io_placement.png
Pins as bars across the die edge, other pins in gray.
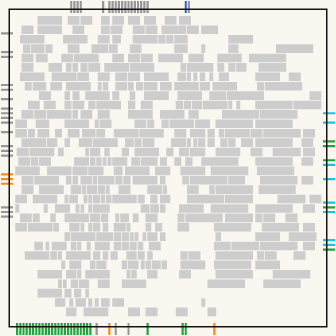
layer_met3.png
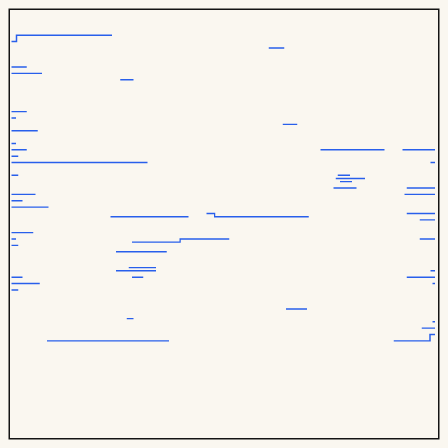
flops_by_reg.png
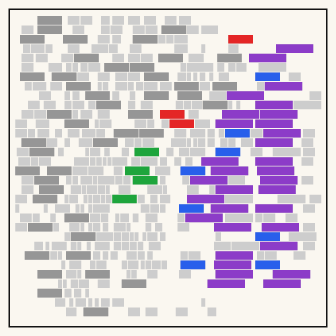
<file path="src/rtl/rvx_spi_engine_pkg.sv">
// Shared types and constants for the SPI register-bus engine: FSM state encoding,
// controller register map and per-state bus decode helpers.
package rvx_spi_engine_pkg;

   typedef enum logic [3:0] {
      ST_IDLE       = 4'd0,
      ST_CS_WR      = 4'd1,
      ST_CS_WAIT    = 4'd2,
      ST_DATA_WR    = 4'd3,
      ST_DATA_WAIT  = 4'd4,
      ST_SETTLE     = 4'd5,
      ST_BUSY_RD    = 4'd6,
      ST_BUSY_WAIT  = 4'd7,
      ST_RX_RD      = 4'd8,
      ST_RX_WAIT    = 4'd9,
      ST_RX_PUSH    = 4'd10,
      ST_DESEL_WR   = 4'd11,
      ST_DESEL_WAIT = 4'd12
   } state_t;

   localparam logic [4:0] REG_CHIP_SELECT = 5'h08;
   localparam logic [4:0] REG_WDATA       = 5'h10;
   localparam logic [4:0] REG_RDATA       = 5'h14;
   localparam logic [4:0] REG_BUSY        = 5'h18;
   localparam logic [7:0] DESELECT        = 8'hFF;

   // Address held on the bus for a request state and its wait state.
   function automatic logic [4:0] state_addr(input state_t s);
      case (s)
         ST_CS_WR, ST_CS_WAIT, ST_DESEL_WR, ST_DESEL_WAIT: state_addr = REG_CHIP_SELECT;
         ST_DATA_WR, ST_DATA_WAIT:                        state_addr = REG_WDATA;
         ST_BUSY_RD, ST_BUSY_WAIT:                        state_addr = REG_BUSY;
         ST_RX_RD, ST_RX_WAIT:                            state_addr = REG_RDATA;
         default:                                         state_addr = 5'h00;
      endcase
   endfunction

   function automatic logic is_wr_state(input state_t s);
      case (s)
         ST_CS_WR, ST_DATA_WR, ST_DESEL_WR: is_wr_state = 1'b1;
         default:                           is_wr_state = 1'b0;
      endcase
   endfunction

   function automatic logic is_rd_state(input state_t s);
      case (s)
         ST_BUSY_RD, ST_RX_RD: is_rd_state = 1'b1;
         default:              is_rd_state = 1'b0;
      endcase
   endfunction

endpackage

</file>
<file path="src/rtl/rvx_spi_engine_fifo.sv">
// Small synchronous RX FIFO with wrap-bit pointers; head is read combinationally.
// Push while full is accepted only together with a pop in the same cycle.
module rvx_spi_engine_fifo #(
   parameter int DEPTH = 4,
   parameter int WIDTH = 8
) (
   input  logic             i_clk,
   input  logic             i_rst_n,
   input  logic             i_push,
   input  logic [WIDTH-1:0] i_data,
   input  logic             i_pop,
   output logic [WIDTH-1:0] o_data,
   output logic             o_full,
   output logic             o_empty
);

   localparam int AW = $clog2(DEPTH);

   logic [WIDTH-1:0] r_mem [DEPTH];
   logic [AW:0]      r_wr_ptr;
   logic [AW:0]      r_rd_ptr;
   logic             w_full;
   logic             w_empty;
   logic             w_do_push;
   logic             w_do_pop;

   assign w_empty   = (r_wr_ptr == r_rd_ptr);
   assign w_full    = (r_wr_ptr[AW-1:0] == r_rd_ptr[AW-1:0]) && (r_wr_ptr[AW] != r_rd_ptr[AW]);
   assign w_do_pop  = i_pop && !w_empty;
   assign w_do_push = i_push && (!w_full || w_do_pop);

   assign o_data  = r_mem[r_rd_ptr[AW-1:0]];
   assign o_full  = w_full;
   assign o_empty = w_empty;

   // Pointer update; reset flushes the queue.
   always_ff @(posedge i_clk) begin
      if (!i_rst_n) begin
         r_wr_ptr <= '0;
         r_rd_ptr <= '0;
      end else begin
         if (w_do_push) r_wr_ptr <= r_wr_ptr + (AW+1)'(1);
         if (w_do_pop)  r_rd_ptr <= r_rd_ptr + (AW+1)'(1);
      end
   end

   // Storage write.
   always_ff @(posedge i_clk) begin
      if (w_do_push) r_mem[r_wr_ptr[AW-1:0]] <= i_data;
   end

endmodule

</file>
<file path="src/rtl/rvx_spi_engine.sv">
// Byte-stream to SPI-controller register-bus engine with an RX FIFO stream output.
// Optional macro RVX_SPI_ENGINE_RX_SKIP_EN adds tx_skip_rx to suppress read-back per byte.
module rvx_spi_engine
   import rvx_spi_engine_pkg::*;
#(
   parameter int RX_FIFO_DEPTH = 4,
   parameter int SETTLE_CYCLES = 2
) (
   input  logic        clock,
   input  logic        reset,
   input  logic [7:0]  cs_index,
   input  logic [7:0]  tx_data,
   input  logic        tx_last,
   input  logic        tx_valid,
`ifdef RVX_SPI_ENGINE_RX_SKIP_EN
   input  logic        tx_skip_rx,
`endif
   output logic        tx_ready,
   output logic [7:0]  rx_data,
   output logic        rx_valid,
   input  logic        rx_ready,
   output logic        active,
   output logic [4:0]  spi_rw_address,
   input  logic [31:0] spi_read_data,
   output logic        spi_read_request,
   input  logic        spi_read_response,
   output logic [7:0]  spi_write_data,
   output logic [3:0]  spi_write_strobe,
   output logic        spi_write_request,
   input  logic        spi_write_response
);

   localparam logic [7:0] SETTLE_LAST = 8'(SETTLE_CYCLES - 1);

   state_t      r_state, w_state_n;
   logic [7:0]  r_byte, w_byte_n;
   logic        r_last, w_last_n;
   logic        r_skip, w_skip_n;
   logic [7:0]  r_cs, w_cs_n;
   logic        r_active, w_active_n;
   logic [7:0]  r_settle, w_settle_n;
   logic [7:0]  r_rx_byte, w_rx_byte_n;
   logic        r_tx_ready;
   logic        r_rd_req;
   logic        r_wr_req;
   logic [3:0]  r_strobe;
   logic [4:0]  r_addr;
   logic [7:0]  r_wdata, w_wdata_n;
   logic        w_push;
   logic        w_pop;
   logic        w_full;
   logic        w_empty;
   logic        w_skip_in;
   logic        w_unused_rd;

`ifdef RVX_SPI_ENGINE_RX_SKIP_EN
   assign w_skip_in = tx_skip_rx;
`else
   assign w_skip_in = 1'b0;
`endif

   assign w_unused_rd = ^spi_read_data[31:8];
   assign w_pop       = rx_ready && !w_empty;

   rvx_spi_engine_fifo #(
      .DEPTH (RX_FIFO_DEPTH),
      .WIDTH (8)
   ) u_fifo (
      .i_clk   (clock),
      .i_rst_n (reset),
      .i_push  (w_push),
      .i_data  (r_rx_byte),
      .i_pop   (w_pop),
      .o_data  (rx_data),
      .o_full  (w_full),
      .o_empty (w_empty)
   );

   // Next-state and next-register decode.
   always_comb begin
      w_state_n   = r_state;
      w_byte_n    = r_byte;
      w_last_n    = r_last;
      w_skip_n    = r_skip;
      w_cs_n      = r_cs;
      w_active_n  = r_active;
      w_settle_n  = r_settle;
      w_rx_byte_n = r_rx_byte;
      w_push      = 1'b0;
      case (r_state)
         ST_IDLE: begin
            if (tx_valid && r_tx_ready) begin
               w_byte_n = tx_data;
               w_last_n = tx_last;
               w_skip_n = w_skip_in;
               if (!r_active) begin
                  w_cs_n    = cs_index;
                  w_state_n = ST_CS_WR;
               end else begin
                  w_state_n = ST_DATA_WR;
               end
            end else begin
               w_state_n = ST_IDLE;
            end
         end
         ST_CS_WR:   w_state_n = ST_CS_WAIT;
         ST_CS_WAIT: begin
            if (spi_write_response) begin
               w_active_n = 1'b1;
               w_state_n  = ST_DATA_WR;
            end else begin
               w_state_n = ST_CS_WAIT;
            end
         end
         ST_DATA_WR:   w_state_n = ST_DATA_WAIT;
         ST_DATA_WAIT: begin
            if (spi_write_response) begin
               w_settle_n = 8'd0;
               w_state_n  = (SETTLE_CYCLES == 0) ? ST_BUSY_RD : ST_SETTLE;
            end else begin
               w_state_n = ST_DATA_WAIT;
            end
         end
         ST_SETTLE: begin
            if (r_settle == SETTLE_LAST) begin
               w_state_n = ST_BUSY_RD;
            end else begin
               w_settle_n = r_settle + 8'd1;
            end
         end
         ST_BUSY_RD:   w_state_n = ST_BUSY_WAIT;
         ST_BUSY_WAIT: begin
            if (!spi_read_response) begin
               w_state_n = ST_BUSY_WAIT;
            end else if (spi_read_data[0]) begin
               w_state_n = ST_BUSY_RD;
            end else if (r_skip) begin
               w_state_n = r_last ? ST_DESEL_WR : ST_IDLE;
            end else begin
               w_state_n = ST_RX_RD;
            end
         end
         ST_RX_RD:   w_state_n = ST_RX_WAIT;
         ST_RX_WAIT: begin
            if (spi_read_response) begin
               w_rx_byte_n = spi_read_data[7:0];
               w_state_n   = ST_RX_PUSH;
            end else begin
               w_state_n = ST_RX_WAIT;
            end
         end
         // A pop in the same cycle frees the slot this push lands in.
         ST_RX_PUSH: begin
            if (!w_full || w_pop) begin
               w_push    = 1'b1;
               w_state_n = r_last ? ST_DESEL_WR : ST_IDLE;
            end else begin
               w_state_n = ST_RX_PUSH;
            end
         end
         ST_DESEL_WR:   w_state_n = ST_DESEL_WAIT;
         ST_DESEL_WAIT: begin
            if (spi_write_response) begin
               w_active_n = 1'b0;
               w_state_n  = ST_IDLE;
            end else begin
               w_state_n = ST_DESEL_WAIT;
            end
         end
         default: w_state_n = ST_IDLE;
      endcase
   end

   // Write data accompanying the request about to be issued.
   always_comb begin
      w_wdata_n = r_wdata;
      case (w_state_n)
         ST_CS_WR:    w_wdata_n = w_cs_n;
         ST_DATA_WR:  w_wdata_n = w_byte_n;
         ST_DESEL_WR: w_wdata_n = DESELECT;
         default:     w_wdata_n = r_wdata;
      endcase
   end

   // State and registered bus outputs, decoded from the next state so they align with it.
   always_ff @(posedge clock) begin
      if (!reset) begin
         r_state    <= ST_IDLE;
         r_byte     <= 8'h00;
         r_last     <= 1'b0;
         r_skip     <= 1'b0;
         r_cs       <= 8'h00;
         r_active   <= 1'b0;
         r_settle   <= 8'h00;
         r_rx_byte  <= 8'h00;
         r_tx_ready <= 1'b0;
         r_rd_req   <= 1'b0;
         r_wr_req   <= 1'b0;
         r_strobe   <= 4'h0;
         r_addr     <= 5'h00;
         r_wdata    <= 8'h00;
      end else begin
         r_state    <= w_state_n;
         r_byte     <= w_byte_n;
         r_last     <= w_last_n;
         r_skip     <= w_skip_n;
         r_cs       <= w_cs_n;
         r_active   <= w_active_n;
         r_settle   <= w_settle_n;
         r_rx_byte  <= w_rx_byte_n;
         r_tx_ready <= (w_state_n == ST_IDLE);
         r_rd_req   <= is_rd_state(w_state_n);
         r_wr_req   <= is_wr_state(w_state_n);
         r_strobe   <= is_wr_state(w_state_n) ? 4'hF : 4'h0;
         r_addr     <= state_addr(w_state_n);
         r_wdata    <= w_wdata_n;
      end
   end

   assign tx_ready          = r_tx_ready;
   assign rx_valid          = !w_empty;
   assign active            = r_active;
   assign spi_rw_address    = r_addr;
   assign spi_read_request  = r_rd_req;
   assign spi_write_request = r_wr_req;
   assign spi_write_strobe  = r_strobe;
   assign spi_write_data    = r_wdata;

endmodule

</file>
<file path="config.mk">
export PLATFORM = sky130hd
export DESIGN_NAME = rvx_spi_engine
export DESIGN_NICKNAME = d
export VERILOG_FILES = /design/src/rtl/rvx_spi_engine_pkg.sv /design/src/rtl/rvx_spi_engine_fifo.sv /design/src/rtl/rvx_spi_engine.sv
export SDC_FILE = /design/constraint.sdc
export NUM_CORES = 1
export LEC_CHECK = 0
export CORE_UTILIZATION = 50
export CTS_BUF_LIST = sky130_fd_sc_hd__clkbuf_8
export DETAILED_ROUTE_END_ITERATION = 16
export GPL_ROUTABILITY_DRIVEN = 0
export GPL_TIMING_DRIVEN = 0
export PLACE_DENSITY = 0.79
export SYNTH_ARGS = -nofsm -noshare
export SYNTH_HDL_FRONTEND = slang
export SYNTH_SLANG_ARGS = --single-unit
</file>
<file path="constraint.sdc">
create_clock -name clock -period 3.45 [get_ports clock]
set_input_delay 0.69 -clock clock [delete_from_list [all_inputs] [get_ports clock]]
set_output_delay 0.69 -clock clock [all_outputs]
set_load 0.05 [all_outputs]
</file>
==> summary.txt <==
run results: cts hold-fix bufs 0, drt initial violations about 63, Synth Seq Share 54.10%, Clk pin slew, worst setup/hold paths about 0.09 ns, gr usage total 20.19%, Detail Route Antenna Nets 0, wire length per cell 15.42 um, top cells by area dfxtp_1, edfxtp_1, mux2i_1, mux4_2, nor2b_1, initial antenna violation count 0, tool warnings ~57, unrepaired setup endpoints after global routing false, CP delay by family, top buffers and inverters, Lkg Pwr 1.932 nW, Critical Path End Type output port, status finished clean, Power Clock 630 uW, yosys stat area about 0.004 mm2, Std-Cell Rows 32, hold path cells 1, f_max 312.2 MHz, Post-synth EDFFs 32, Commonest flop dfxtp_1, slowest cell on the critical path clkdlybuf4s50_1, Worst setup SP type flip-flop, crit-path max FO 8, post-synth top area cell dfxtp_1, IO Pins roughly 85, initial core utilization around half, cell resize tally after clock tree synthesis 0, Worst Path Arrival 2.51 ns, iteration tally of the first detailed-router pass 4, gr ovfl total 0, Syn. warnings 0, reg2reg setup slack 0.67 ns, flops & latches, synth slightly above 90, skew final roughly 0.012 ns, min-delay src spi_write_data[7]$_SDFFE_PN0P_, share of layout cells above drive strength 1 12.96%, most common library cells after synthesis dfxtp_1, edfxtp_1, nor2b_1, final setup fails 0, sw power 577.7 uW, Mapped Area 0.003996 mm2, routed vias/inst 5.264, most instantiated logic cells after routing dfxtp_1, clkdlybuf4s50_1, edfxtp_1, Setup TNS Final 0 ns
About io_placement.png:
Key: `rx_data` = cyan [pins 8, direction output, edge right]; `rx_ready` = blue [pins 1, direction input, edge top]; `spi_read_data` = green [pins 32, direction input, edge 27 bottom, 5 right]; `spi_rw_address` = orange [pins 5, direction output, edge 3 left, 2 bottom]
All pins by edge: 32 bottom, 20 left, 20 top, 13 right.
I/O Buffers: 57
Die H: 91.40 um
chip width: 91.40 um

About layer_met3.png:
The longest straight run is 28.8 um. 43 nets have wire on it. The layer carries 309 um of wire.
Routed WL: 7.882 mm
via count: 2,690
met3 Use GR: 3.518%

About flops_by_reg.png:
Key: `u_fifo.r_mem` = purple [placed flops 32]; `r_state` = green [placed flops 4, where center]; `u_fifo.r_wr_ptr` = red [placed flops 3]; `r_rx_byte` = blue [placed flops 8]
Another 45 sequential cells are not colored.
Flop area: 0.002162 mm2
fin util: 62.97%
flop share of the area: 44.43%
sequential power: 1.16 mW

==> stage by stage <==
step | cell area (um2) | hold slack (ns) | cells | util, % | setup WS (ns)
final | 4866 | 0.4884 | 511 | 62.97 | 0.2466
after global routing | 4866 | 0.4939 | 511 | 62.97 | 0.09334
after CTS | 4866 | 0.4858 | 511 | 62.97 | 0.1728
after detailed placement | 4698 | 0.4543 | 495 | 60.80 | 0.2387
after global placement | 4698 | 0.4549 | 495 | 60.80 | 0.2712
after floorplan | 4000 | 0.4599 | 336 | - | 1.051
==> per-layer routing <==
layer	vias to the layer above	routed length, um	global-route usage (%)
met1	1288	3461	23.88
met2	63	3984	35.53
met4	0	127	9.259
li1	1329	-	-
met3	10	309	3.518
met5	-	0	0
==> registers in the layout, indices dropped and copies added, names as in the netlist, named ones only <==
signal            count
r_cs                  8
r_state               4
u_fifo.r_wr_ptr       3
active                1
r_rx_byte             8
spi_write_data        8
r_last                1
spi_read_request      1
u_fifo.r_mem         32
u_fifo.r_rd_ptr       3
spi_write_strobe      1
r_settle              8
spi_rw_address        3
tx_ready              1
r_byte                8
==> cells by family (layout without fill, tap and decap cells) <==
kind of cell / count (synthesis) / after routing / synth area share, %
AND-OR/OR-AND: 43 / 43 / 7.765
XOR/XNOR: 13 / 13 / 2.849
buffers and inverters: 28 / 101 / 3.600
other: 1 / 2 / 0.09384
multiplexers: 35 / 35 / 11.49
adder cells (fa/ha/maj): 11 / 11 / 3.444
AND/OR/NAND/NOR: 112 / 112 / 16.66
flip-flops: 92 / 92 / 54.10
==> area by class of cell <==
type | count | area, um2
fill | 616 | 2861
timing repair buffer | 57 | 570.5
buffer | 20 | 113.9
tap | 102 | 127.6
clock buffer | 9 | 123.9
clock inverter | 7 | 43.79
multi-input combinational | 216 | 1694
inverter | 8 | 30.03
sequential | 92 | 2162
Power and IR drop assume default switching activity.
